==> config.mk <==
export PLATFORM = sky130hd
export DESIGN_NAME = mac_tx_framer
export DESIGN_NICKNAME = d
export VERILOG_FILES = /design/src/rtl/mac_pkg.sv /design/src/rtl/mac_tx_framer.sv
export SDC_FILE = /design/constraint.sdc
export NUM_CORES = 1
export LEC_CHECK = 0
export CELL_PAD_IN_SITES_DETAIL_PLACEMENT = 1
export CELL_PAD_IN_SITES_GLOBAL_PLACEMENT = 1
export CORE_UTILIZATION = 50
export CTS_CLUSTER_SIZE = 16
export DETAILED_ROUTE_END_ITERATION = 16
export PLACE_DENSITY_LB_ADDON = 0.12
export SLEW_MARGIN = 5
export SYNTH_ARGS = -nofsm -noshare
export SYNTH_HDL_FRONTEND = slang
export SYNTH_SLANG_ARGS = --single-unit
==> constraint.sdc <==
create_clock -name mac_tx_clk -period 6.5 [get_ports mac_tx_clk]
set_input_delay 1.95 -clock mac_tx_clk [delete_from_list [all_inputs] [get_ports mac_tx_clk]]
set_output_delay 1.95 -clock mac_tx_clk [all_outputs]
set_load 0.02 [all_outputs]
==> src/rtl/mac_pkg.sv <==
// Shared constants, FSM state encoding and byte-wide CRC-32 step for the Ethernet TX framer.
package mac_pkg;

  localparam logic [7:0]  PREAMBLE_BYTE = 8'h55;
  localparam logic [7:0]  SFD_BYTE      = 8'hD5;
  localparam logic [31:0] CRC_INIT      = 32'hFFFF_FFFF;
  localparam logic [31:0] CRC_RESIDUE   = 32'hC704_DD7B;
  localparam logic [31:0] CRC_POLY      = 32'hEDB8_8320;

  typedef enum logic [2:0] {
    ST_IDLE,
    ST_PREAMBLE,
    ST_SFD,
    ST_DATA,
    ST_PAD,
    ST_FCS,
    ST_DRAIN,
    ST_IFG
  } tx_state_t;

  // Reflected CRC-32, LSB of the byte enters first.
  function automatic logic [31:0] crc32_d8(input logic [31:0] crc, input logic [7:0] data);
    logic [31:0] c;
    c = crc ^ {24'h0, data};
    for (int i = 0; i < 8; i++) begin
      c = c[0] ? ((c >> 1) ^ CRC_POLY) : (c >> 1);
    end
    return c;
  endfunction

endpackage

==> src/rtl/mac_tx_framer.sv <==
// Ethernet TX framer: preamble/SFD insertion, zero padding, FCS append, IFG enforcement,
// underrun/oversize abort. All GMII outputs are registered and advance only on tx_ce.
module mac_tx_framer
  import mac_pkg::*;
#(
  parameter int PREAMBLE_LEN = 7,
  parameter int IFG_BYTES    = 12,
  parameter int MIN_PAYLOAD  = 60,
  parameter int MAX_PAYLOAD  = 1514,
  parameter int CRC_APPEND   = 1
) (
  input  logic        mac_tx_clk,
  input  logic        rst_n,
  input  logic        tx_ce,
  input  logic [7:0]  s_data,
  input  logic        s_valid,
  input  logic        s_sof,
  input  logic        s_eof,
  output logic        s_ready,
  output logic [7:0]  gmii_txd,
  output logic        gmii_tx_en,
  output logic        gmii_tx_er,
  output logic        frame_done,
  output logic        underrun,
  output logic        oversize,
  output logic [15:0] frame_cnt
);

  localparam logic [3:0]  PRE_L   = 4'(PREAMBLE_LEN);
  localparam logic [15:0] IFG_L   = 16'(IFG_BYTES);
  localparam logic [10:0] MIN_P   = 11'(MIN_PAYLOAD);
  localparam logic [10:0] MAX_P   = 11'(MAX_PAYLOAD);
  localparam bit          USE_FCS = (CRC_APPEND != 0);

  function automatic logic [10:0] sat_inc11(input logic [10:0] v);
    return (v == 11'h7FF) ? v : v + 11'd1;
  endfunction

  tx_state_t   state, state_n;
  logic [31:0] crc, crc_n;
  logic [10:0] pay_cnt, pay_cnt_n, cnt_inc;
  logic [3:0]  pre_cnt, pre_cnt_n;
  logic [15:0] ifg_cnt, ifg_cnt_n;
  logic [1:0]  fcs_idx, fcs_idx_n;
  logic [7:0]  txd_n;
  logic        tx_en_n, tx_er_n, done_n, und_n, ovs_n, to_tail;
  logic [15:0] frame_cnt_n;

  assign cnt_inc = sat_inc11(pay_cnt);

  always_comb begin
    state_n     = state;
    crc_n       = crc;
    pay_cnt_n   = pay_cnt;
    pre_cnt_n   = pre_cnt;
    ifg_cnt_n   = ifg_cnt;
    fcs_idx_n   = fcs_idx;
    txd_n       = gmii_txd;
    tx_en_n     = gmii_tx_en;
    tx_er_n     = gmii_tx_er;
    frame_cnt_n = frame_cnt;
    done_n      = 1'b0;
    und_n       = 1'b0;
    ovs_n       = 1'b0;
    s_ready     = 1'b0;
    to_tail     = 1'b0;
    if (tx_ce) begin
      txd_n   = 8'h00;
      tx_en_n = 1'b0;
      tx_er_n = 1'b0;
      case (state)
        ST_IDLE: begin
          // The SOF byte itself is held back until the preamble has gone out.
          s_ready = s_valid & ~s_sof;
          if (s_valid && s_sof) begin
            txd_n     = PREAMBLE_BYTE;
            tx_en_n   = 1'b1;
            pre_cnt_n = 4'd1;
            crc_n     = CRC_INIT;
            pay_cnt_n = 11'd0;
            state_n   = (PRE_L <= 4'd1) ? ST_SFD : ST_PREAMBLE;
          end
        end
        ST_PREAMBLE: begin
          txd_n     = PREAMBLE_BYTE;
          tx_en_n   = 1'b1;
          pre_cnt_n = pre_cnt + 4'd1;
          if (pre_cnt + 4'd1 >= PRE_L) state_n = ST_SFD;
        end
        ST_SFD: begin
          txd_n   = SFD_BYTE;
          tx_en_n = 1'b1;
          state_n = ST_DATA;
        end
        ST_DATA: begin
          s_ready = 1'b1;
          tx_en_n = 1'b1;
          if (!s_valid) begin
            tx_er_n = 1'b1;
            und_n   = 1'b1;
            state_n = ST_DRAIN;
          end else begin
            txd_n     = s_data;
            pay_cnt_n = cnt_inc;
            if (cnt_inc > MAX_P) begin
              tx_er_n   = 1'b1;
              ovs_n     = 1'b1;
              ifg_cnt_n = 16'd0;
              state_n   = s_eof ? ST_IFG : ST_DRAIN;
            end else begin
              crc_n = crc32_d8(crc, s_data);
              if (s_eof) begin
                if (cnt_inc < MIN_P) state_n = ST_PAD;
                else                 to_tail = 1'b1;
              end
            end
          end
        end
        ST_PAD: begin
          tx_en_n   = 1'b1;
          crc_n     = crc32_d8(crc, 8'h00);
          pay_cnt_n = cnt_inc;
          if (cnt_inc >= MIN_P) to_tail = 1'b1;
        end
        ST_FCS: begin
          txd_n     = 8'(~crc >> {fcs_idx, 3'b000});
          tx_en_n   = 1'b1;
          fcs_idx_n = fcs_idx + 2'd1;
          if (fcs_idx == 2'd3) begin
            state_n     = ST_IFG;
            ifg_cnt_n   = 16'd0;
            done_n      = 1'b1;
            frame_cnt_n = frame_cnt + 16'd1;
          end
        end
        ST_DRAIN: begin
          s_ready = 1'b1;
          if (s_valid && s_eof) begin
            state_n   = ST_IFG;
            ifg_cnt_n = 16'd0;
          end
        end
        ST_IFG: begin
          ifg_cnt_n = ifg_cnt + 16'd1;
          if (ifg_cnt + 16'd1 >= IFG_L) state_n = ST_IDLE;
        end
        default: state_n = ST_IDLE;
      endcase
      // Payload (and any padding) finished: append FCS or close the frame directly.
      if (to_tail) begin
        if (USE_FCS) begin
          state_n   = ST_FCS;
          fcs_idx_n = 2'd0;
        end else begin
          state_n     = ST_IFG;
          ifg_cnt_n   = 16'd0;
          done_n      = 1'b1;
          frame_cnt_n = frame_cnt + 16'd1;
        end
      end
    end
  end

  always_ff @(posedge mac_tx_clk or negedge rst_n) begin
    if (!rst_n) begin
      state      <= ST_IDLE;
      crc        <= CRC_INIT;
      pay_cnt    <= 11'd0;
      pre_cnt    <= 4'd0;
      ifg_cnt    <= 16'd0;
      fcs_idx    <= 2'd0;
      gmii_txd   <= 8'h00;
      gmii_tx_en <= 1'b0;
      gmii_tx_er <= 1'b0;
      frame_done <= 1'b0;
      underrun   <= 1'b0;
      oversize   <= 1'b0;
      frame_cnt  <= 16'd0;
    end else begin
      state      <= state_n;
      crc        <= crc_n;
      pay_cnt    <= pay_cnt_n;
      pre_cnt    <= pre_cnt_n;
      ifg_cnt    <= ifg_cnt_n;
      fcs_idx    <= fcs_idx_n;
      gmii_txd   <= txd_n;
      gmii_tx_en <= tx_en_n;
      gmii_tx_er <= tx_er_n;
      frame_done <= done_n;
      underrun   <= und_n;
      oversize   <= ovs_n;
      frame_cnt  <= frame_cnt_n;
    end
  end

endmodule

Figure 1. Metal 4.
Scale: 2 px per um. Cells faint in the background.
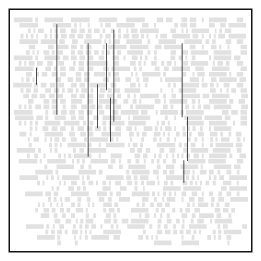
nets with wire on the layer: 7
wire length on this layer: 291 um
longest straight run: 56.4 um

Figure 2. M1 wires.
Scale: 3 px per um. Cells faint in the background.
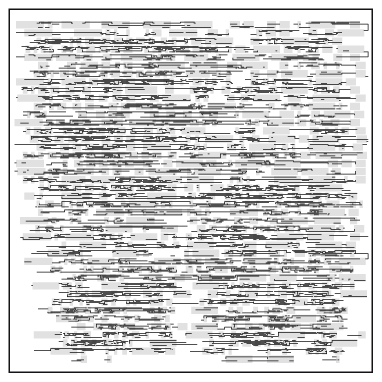
main direction: horizontal
longest straight run: 35.9 um
share of all routed wire: 46%
wire length on this layer: 9410 um

Figure 3. M2 wires.
Scale: 4 px per um.
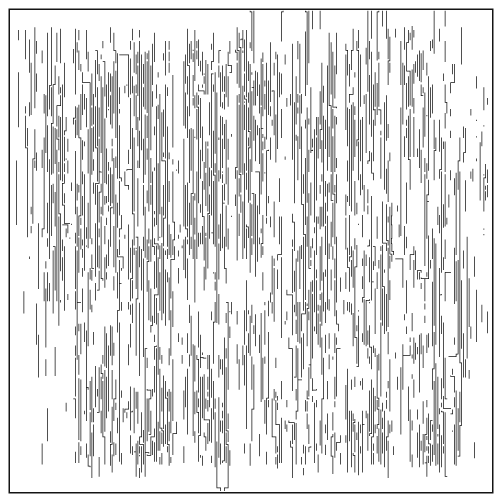
main direction: vertical
longest straight run: 57.5 um
share of all routed wire: 49%
nets with wire on the layer: 703
wire length on this layer: 10200 um

Figure 4. Congestion heat map.
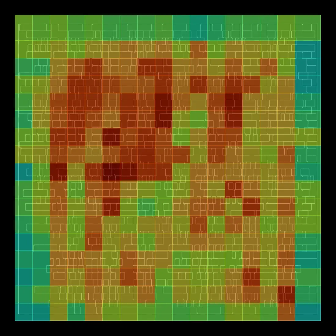
final core occ: 57.6%
GRT Util Overall: 29.8%
routed wire length per instance: 21.0 um
met3 Usage GRT: 3.25%
met2 demand-to-capacity share in global routing: 49.4%

==> summary.rpt <==
==== FLOW RESULTS ====
----------------------------------------------------
[Status]
  Run status ........................ finished clean

[Route]
  Routed metal-1 wire length ........................ around 9400 um
  Amount of wire on met3 after detailed routing ........................ roughly 770 um

[Cells and area]
  Register name with the most flops ........................ crc
  Total number of multi-input combinational cells ........................ roughly 630
  Highest-count cells in the layout ignoring fill and taps ........................ sky130_fd_sc_hd__xnor2_1, sky130_fd_sc_hd__nand2_1, sky130_fd_sc_hd__dfrtp_1, sky130_fd_sc_hd__nor2_1, sky130_fd_sc_hd__a21oi_1
  Comb/total area ........................ between 50% and 60%
  Sequential share of cell area ........................ between 30% and 40%

[Clock tree]
  CTS Root Cell ........................ sky130_fd_sc_hd__clkbuf_16
  Quantity of gates resized following cts ........................ 0
  Post-cts hold buffer count ........................ 0
  Setup Buffers After CTS ........................ 0

[Critical path]
  Sum of buffers and inverters on the critical path ........................ 2
  Crit path capture ........................ s_ready
  Required time of the critical path ........................ roughly 4.6 ns
  Maximum cell stage delay along the critical path ........................ approximately 0.65 ns

[Final timing]
  Worst Skew ........................ approximately 0.0085 ns
  Count of final setup violators ........................ 0

[Power]
  Int Pwr ........................ approximately 2.3 mW
  Logic power comb ........................ roughly 2.7 mW

[Floorplanning]
  Floorplan row count ........................ around 42
  Area of the core ........................ approximately 0.013 mm^2
  FP Core Util ........................ 52.2%

[Synthesis]
  Fraction of the yosys area taken by sequential cells ........................ 35.1%
  Xor/xnor cell area share of the yosys netlist ........................ 17.5%

[GRT]
  Wire length of the first global-routing pass ........................ between 30000 and 40000 um
  Pin count of the biggest net entering global routing ........................ 63

----------------------------------------------------
Power figures rest on the tool's default switching activity, not on a simulated workload.
